### config.mk
export PLATFORM = sky130hd
export DESIGN_NAME = sb_uart_tx_slave
export DESIGN_NICKNAME = d
export VERILOG_FILES = /design/src/rtl/sb_uart_tx_slave_pkg.sv /design/src/rtl/sb_uart_tx_slave_fifo.sv /design/src/rtl/sb_uart_tx_slave.sv
export SDC_FILE = /design/constraint.sdc
export NUM_CORES = 1
export LEC_CHECK = 0
export CORE_UTILIZATION = 52
export DETAILED_ROUTE_END_ITERATION = 10
export PLACE_DENSITY = 0.88
export SLEW_MARGIN = 20
export SYNTH_ARGS = -nofsm -noshare
export SYNTH_HDL_FRONTEND = slang
export SYNTH_SLANG_ARGS = --single-unit
### constraint.sdc
create_clock -name clk -period 2.55 [get_ports clk]
set_input_delay 0.51 -clock clk [delete_from_list [all_inputs] [get_ports clk]]
set_output_delay 0.51 -clock clk [all_outputs]
set_load 0.02 [all_outputs]
### src/rtl/sb_uart_tx_slave_pkg.sv
// sb_uart_tx_slave_pkg: register offsets, STATUS bit indices and TX FSM states
package sb_uart_tx_slave_pkg;
  localparam logic [1:0] REG_TXDATA  = 2'd0;
  localparam logic [1:0] REG_STATUS  = 2'd1;
  localparam logic [1:0] REG_BAUDDIV = 2'd2;
  localparam logic [1:0] REG_CTRL    = 2'd3;
  localparam int ST_FULL  = 0;
  localparam int ST_EMPTY = 1;
  localparam int ST_BUSY  = 2;
  localparam int ST_OVF   = 3;
  localparam int STOP_CLR = 3;
  typedef enum logic [1:0] {IDLE, START, DATA, STOP} tx_state_e;
endpackage

### src/rtl/sb_uart_tx_slave_fifo.sv
// sb_sync_fifo: synchronous FIFO with MSB-compare wrap detection and show-ahead head
module sb_sync_fifo #(
  parameter int WIDTH = 8,
  parameter int DEPTH = 4
) (
  input  logic             clk,
  input  logic             rst,
  input  logic             push,
  input  logic             pop,
  input  logic [WIDTH-1:0] din,
  output logic [WIDTH-1:0] dout,
  output logic             full,
  output logic             empty
);
  localparam int AW = $clog2(DEPTH);
  logic [AW:0] wp, rp;
  logic [WIDTH-1:0] mem [DEPTH];
  logic push_ok, pop_ok;
  assign empty = wp == rp;
  assign full = (wp[AW] != rp[AW]) && (wp[AW-1:0] == rp[AW-1:0]);
  assign pop_ok = pop && !empty;
  assign push_ok = push && (!full || pop);
  assign dout = mem[rp[AW-1:0]];
  // pointer update; a pop on a full FIFO frees the slot the push lands in
  always_ff @(posedge clk or negedge rst)
    if (!rst) begin
      wp <= '0;
      rp <= '0;
    end else begin
      if (push_ok) wp <= wp + 1'b1;
      if (pop_ok) rp <= rp + 1'b1;
    end
  // storage, no reset needed since empty gates every read
  always_ff @(posedge clk)
    if (push_ok) mem[wp[AW-1:0]] <= din;
endmodule

### src/rtl/sb_uart_tx_slave.sv
// sb_uart_tx_slave: memory-mapped 8N1 UART transmitter on the sb slave port
module sb_uart_tx_slave
  import sb_uart_tx_slave_pkg::*;
#(
  parameter int          FIFO_DEPTH = 4,
  parameter logic [15:0] DEF_DIV    = 16'd433
) (
  input  logic        clk,
  input  logic        rst,
  input  logic        sel,
  input  logic [3:0]  rw,
  input  logic [31:0] addr,
  input  logic [31:0] wdata,
  output logic [31:0] rdata,
  output logic        uart_tx,
  output logic        irq
);
  tx_state_e state, state_n;
  logic [15:0] baud_div, timer, timer_n;
  logic [2:0]  bit_idx, bit_n;
  logic [7:0]  shift, shift_n, dout;
  logic [1:0]  ctrl;
  logic        ovf, full, empty, pop, push, we, ovf_clr, ovf_set, busy, start_ok;
  logic [31:0] rd_val;
  logic        unused_bits;
  assign unused_bits = ^{addr[31:2], wdata[31:16]};
  assign we = sel && |rw;
  assign push = we && addr[1:0] == REG_TXDATA && rw[0];
  assign ovf_clr = we && addr[1:0] == REG_STATUS && rw[0] && wdata[STOP_CLR];
  assign ovf_set = push && full && !pop;
  assign busy = state != IDLE;
  assign start_ok = ctrl[0] && !empty;
  assign uart_tx = state == START ? 1'b0 : state == DATA ? shift[0] : 1'b1;

  sb_sync_fifo #(.WIDTH(8), .DEPTH(FIFO_DEPTH)) u_fifo (
    .clk   (clk),
    .rst   (rst),
    .push  (push),
    .pop   (pop),
    .din   (wdata[7:0]),
    .dout  (dout),
    .full  (full),
    .empty (empty)
  );

  // register file writes with byte lanes; an overflow set wins over a clear
  always_ff @(posedge clk or negedge rst)
    if (!rst) begin
      baud_div <= DEF_DIV;
      ctrl <= 2'b0;
      ovf <= 1'b0;
    end else begin
      if (we && addr[1:0] == REG_BAUDDIV && rw[0]) baud_div[7:0] <= wdata[7:0];
      if (we && addr[1:0] == REG_BAUDDIV && rw[1]) baud_div[15:8] <= wdata[15:8];
      if (we && addr[1:0] == REG_CTRL && rw[0]) ctrl <= wdata[1:0];
      ovf <= ovf_set ? 1'b1 : ovf_clr ? 1'b0 : ovf;
    end

  // read mux for the register addressed this cycle
  always_comb
    rd_val = addr[1:0] == REG_STATUS  ? {28'b0, ovf, busy, empty, full} :
             addr[1:0] == REG_BAUDDIV ? {16'b0, baud_div} :
             addr[1:0] == REG_CTRL    ? {30'b0, ctrl} : 32'b0;

  // registered read data and level interrupt
  always_ff @(posedge clk or negedge rst)
    if (!rst) begin
      rdata <= 32'b0;
      irq <= 1'b0;
    end else begin
      rdata <= (sel && rw == 4'b0) ? rd_val : 32'b0;
      irq <= empty && state == IDLE && ctrl[1];
    end

  // TX FSM state, bit timer, bit index and shift register
  always_ff @(posedge clk or negedge rst)
    if (!rst) begin
      state <= IDLE;
      timer <= 16'b0;
      bit_idx <= 3'b0;
      shift <= 8'b0;
    end else begin
      state <= state_n;
      timer <= timer_n;
      bit_idx <= bit_n;
      shift <= shift_n;
    end

  // next-state logic; STOP hands straight to START when more data waits
  always_comb begin
    state_n = state;
    timer_n = timer;
    bit_n = bit_idx;
    shift_n = shift;
    pop = 1'b0;
    case (state)
      IDLE:
        if (start_ok) begin
          pop = 1'b1;
          shift_n = dout;
          timer_n = baud_div;
          state_n = START;
        end
      START:
        if (timer == 16'd0) begin
          state_n = DATA;
          timer_n = baud_div;
          bit_n = 3'd0;
        end else timer_n = timer - 16'd1;
      DATA:
        if (timer == 16'd0) begin
          timer_n = baud_div;
          if (bit_idx == 3'd7) state_n = STOP;
          else begin
            bit_n = bit_idx + 3'd1;
            shift_n = shift >> 1;
          end
        end else timer_n = timer - 16'd1;
      STOP:
        if (timer == 16'd0) begin
          if (start_ok) begin
            pop = 1'b1;
            shift_n = dout;
            timer_n = baud_div;
            state_n = START;
          end else state_n = IDLE;
        end else timer_n = timer - 16'd1;
      default: state_n = IDLE;
    endcase
  end
endmodule

Routed metal, one color a layer:
The bar under the picture is 20 µm long.
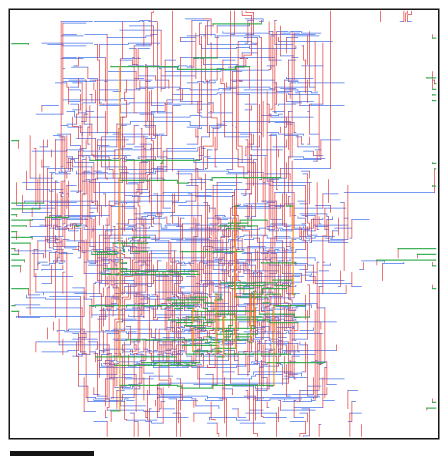
color	layer	wire length
red	met2	5500 µm
green	met3	758 µm
orange	met4	205 µm
blue	met1	4700 µm
via count: 3738
Global Route Usage Sum: 23.1%
sum of routed wire length over all layers: 11200 µm
WL/cell: 17.7 µm

Routed clock nets over the placement:
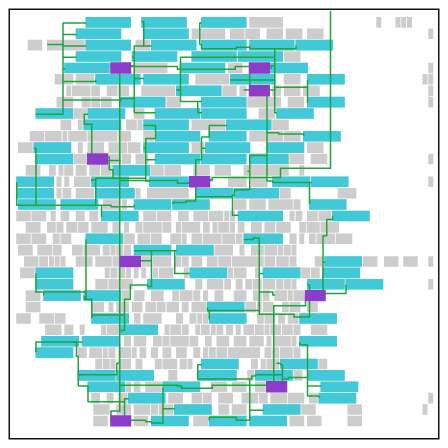
[purple] cells driving clock nets | count: 9
[green] clock wires | length: 1120 µm
[cyan] flip-flops | count: 103
flops lie	widely spread
maximum clock skew at final layout: 11.8 ps
clock group share of total power: 17.1%
Worst-Skew Late Latency: 380 ps
power in the clock group: 0.00112 W

Pin placement:
Pins as bars across the die edge, other pins in gray.
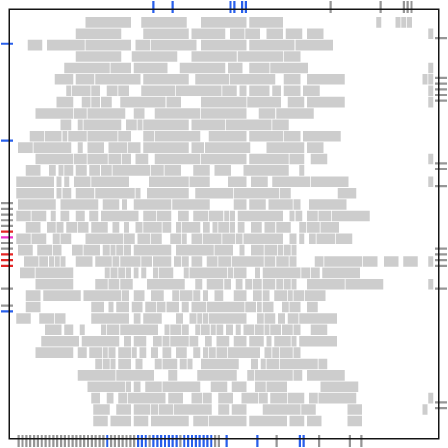
color	port	pins	direction	edge
blue	`wdata`	32	input	23 south, 6 north, 3 west
red	`rw`	4	input	west
magenta	`sel`	1	input	west
port bufs: 42
die boundary width: 102 µm

Cell outlines without signal wires:
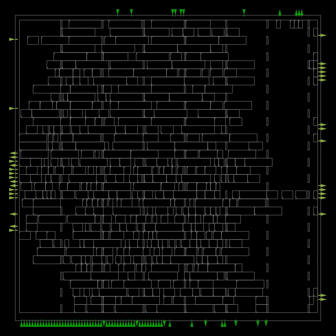
number of cell rows: 36
area of the core: 0.00977 mm²
fraction of area in registers: 45.3%
Post-Layout Cell Count: 630

==> run summary <==
Physical implementation status

In the final layout, the multi-input gates occupy about 0.0022 mm². TritonCTS built the clock tree. The critical path's largest stage delay stands at 470 ps. The compound-cell area share of the yosys netlist stands at between 10% and 20%. STA lists the endpoint of the worst register-to-register path as state[1].

Once placement finished, the instance area stood at 0.00583 mm². Per the GRT log, the top usage layer is met2. The congestion estimate from routability-driven global placement came to 0.878. Dividing the detail-routed via count by the number of cells gives around 6.

The sequential cell area fraction in the yosys report stands at 52.5%. For reference, the top logic cell family by area is AND-OR/OR-AND gates. The post-route clock period utilization stands at roughly 95%. STA classifies the critical path startpoint as a flip-flop. The top-level I/O count stands at roughly 110. The run finished with clean final reports. There are a little over 100 flip-flops and latches.

The top cell type in the final layout, fill and taps aside, is dfrtp_1. In this build the clock could be raised as far as slightly above 400 MHz. The tree built by TritonCTS fans out to 103 sinks. For reference, the critical path is launched at timer[9]. The cell-mix breakdown from Yosys lists the adder-cell area share as 2.87%.

Global routing used 5.13% of the available met3 tracks. In the setup report, the worst path falls into the class flip-flop to flip-flop. Global routing used 31.7% of the available met1 tracks. The final layout reports a setup TNS of 0 ps. The internal power of the cells totals 0.00390 W. The capture point of the critical path was reported as state[1].

Sorting the synthesis cell report by count puts at the top dfrtp_1. According to the finish report, the design has a final net count of 575. The post-route core utilization stands at 62.0%. Routed signal wires occupy layers up through met4. Per the layout report, the design carries 10 clock buffers. Traced cell by cell, the critical path runs through nor4_2, and4_1, buf_4, a21boi_0, a211oi_1, mux2i_1. In this run switching power makes up 40.1% of total power.

Counting the warning lines in the Yosys log gives 0. The switching power of the nets stands at 0.00262 W. The script parses the final routing iteration and logs DRC violations as 0. The number of multi-input combinational cells stands at 295. The chip area from the yosys synthesis statistics stands at 0.00523 mm². The total CTS buffers stands at 9.

The slack of the worst reg-to-reg path stands at 140 ps. Yosys stat counts 438 cells in the synthesized netlist. The first global-routing pass estimated about 18000 µm of wire. The fraction of synthesis flops using an asynchronous set or reset pin stands at 68.9%. The total overflow left after global routing is 0. The post-CTS clock slew at the launch and capture registers of the worst setup and hold paths stands at around 100 ps. The slew check shows that the tightest pin keeps a relative margin of 58.9%.

The finished cells cover 0.00606 mm². Power attributed to sequential cells is 0.00242 W. The routed length on met1 stands at 4700 µm. From the final report, the count of setup violators was given as 0.
-- metrics by stage --
| step | setup WS, ps | hold WS (ps) |
|---|---|---|
| final | 138 | 130 |
| after CTS | 78.4 | 127 |
| after floorplan | 238 | 214 |
| after global routing | 12.1 | 154 |
| after detailed placement | 151 | 483 |
| after global placement | 201 | 470 |
-- timing repair --
action / CTS / global route
endpoints found under the setup margin: 0 / 35
buffers inserted: 0 / 0
resized: 0 / 2
-- registers in the layout (all words and copies together) (netlist names) --
signal      cells
u_fifo.wp       3
u_fifo.rp       3
u_fifo.mem     32
shift           8
bit_idx         3
state           2
baud_div       16
irq             1
rdata          16
ovf             1
timer          16
ctrl            2
Power figures rest on the tool's default switching activity, not on a simulated workload.
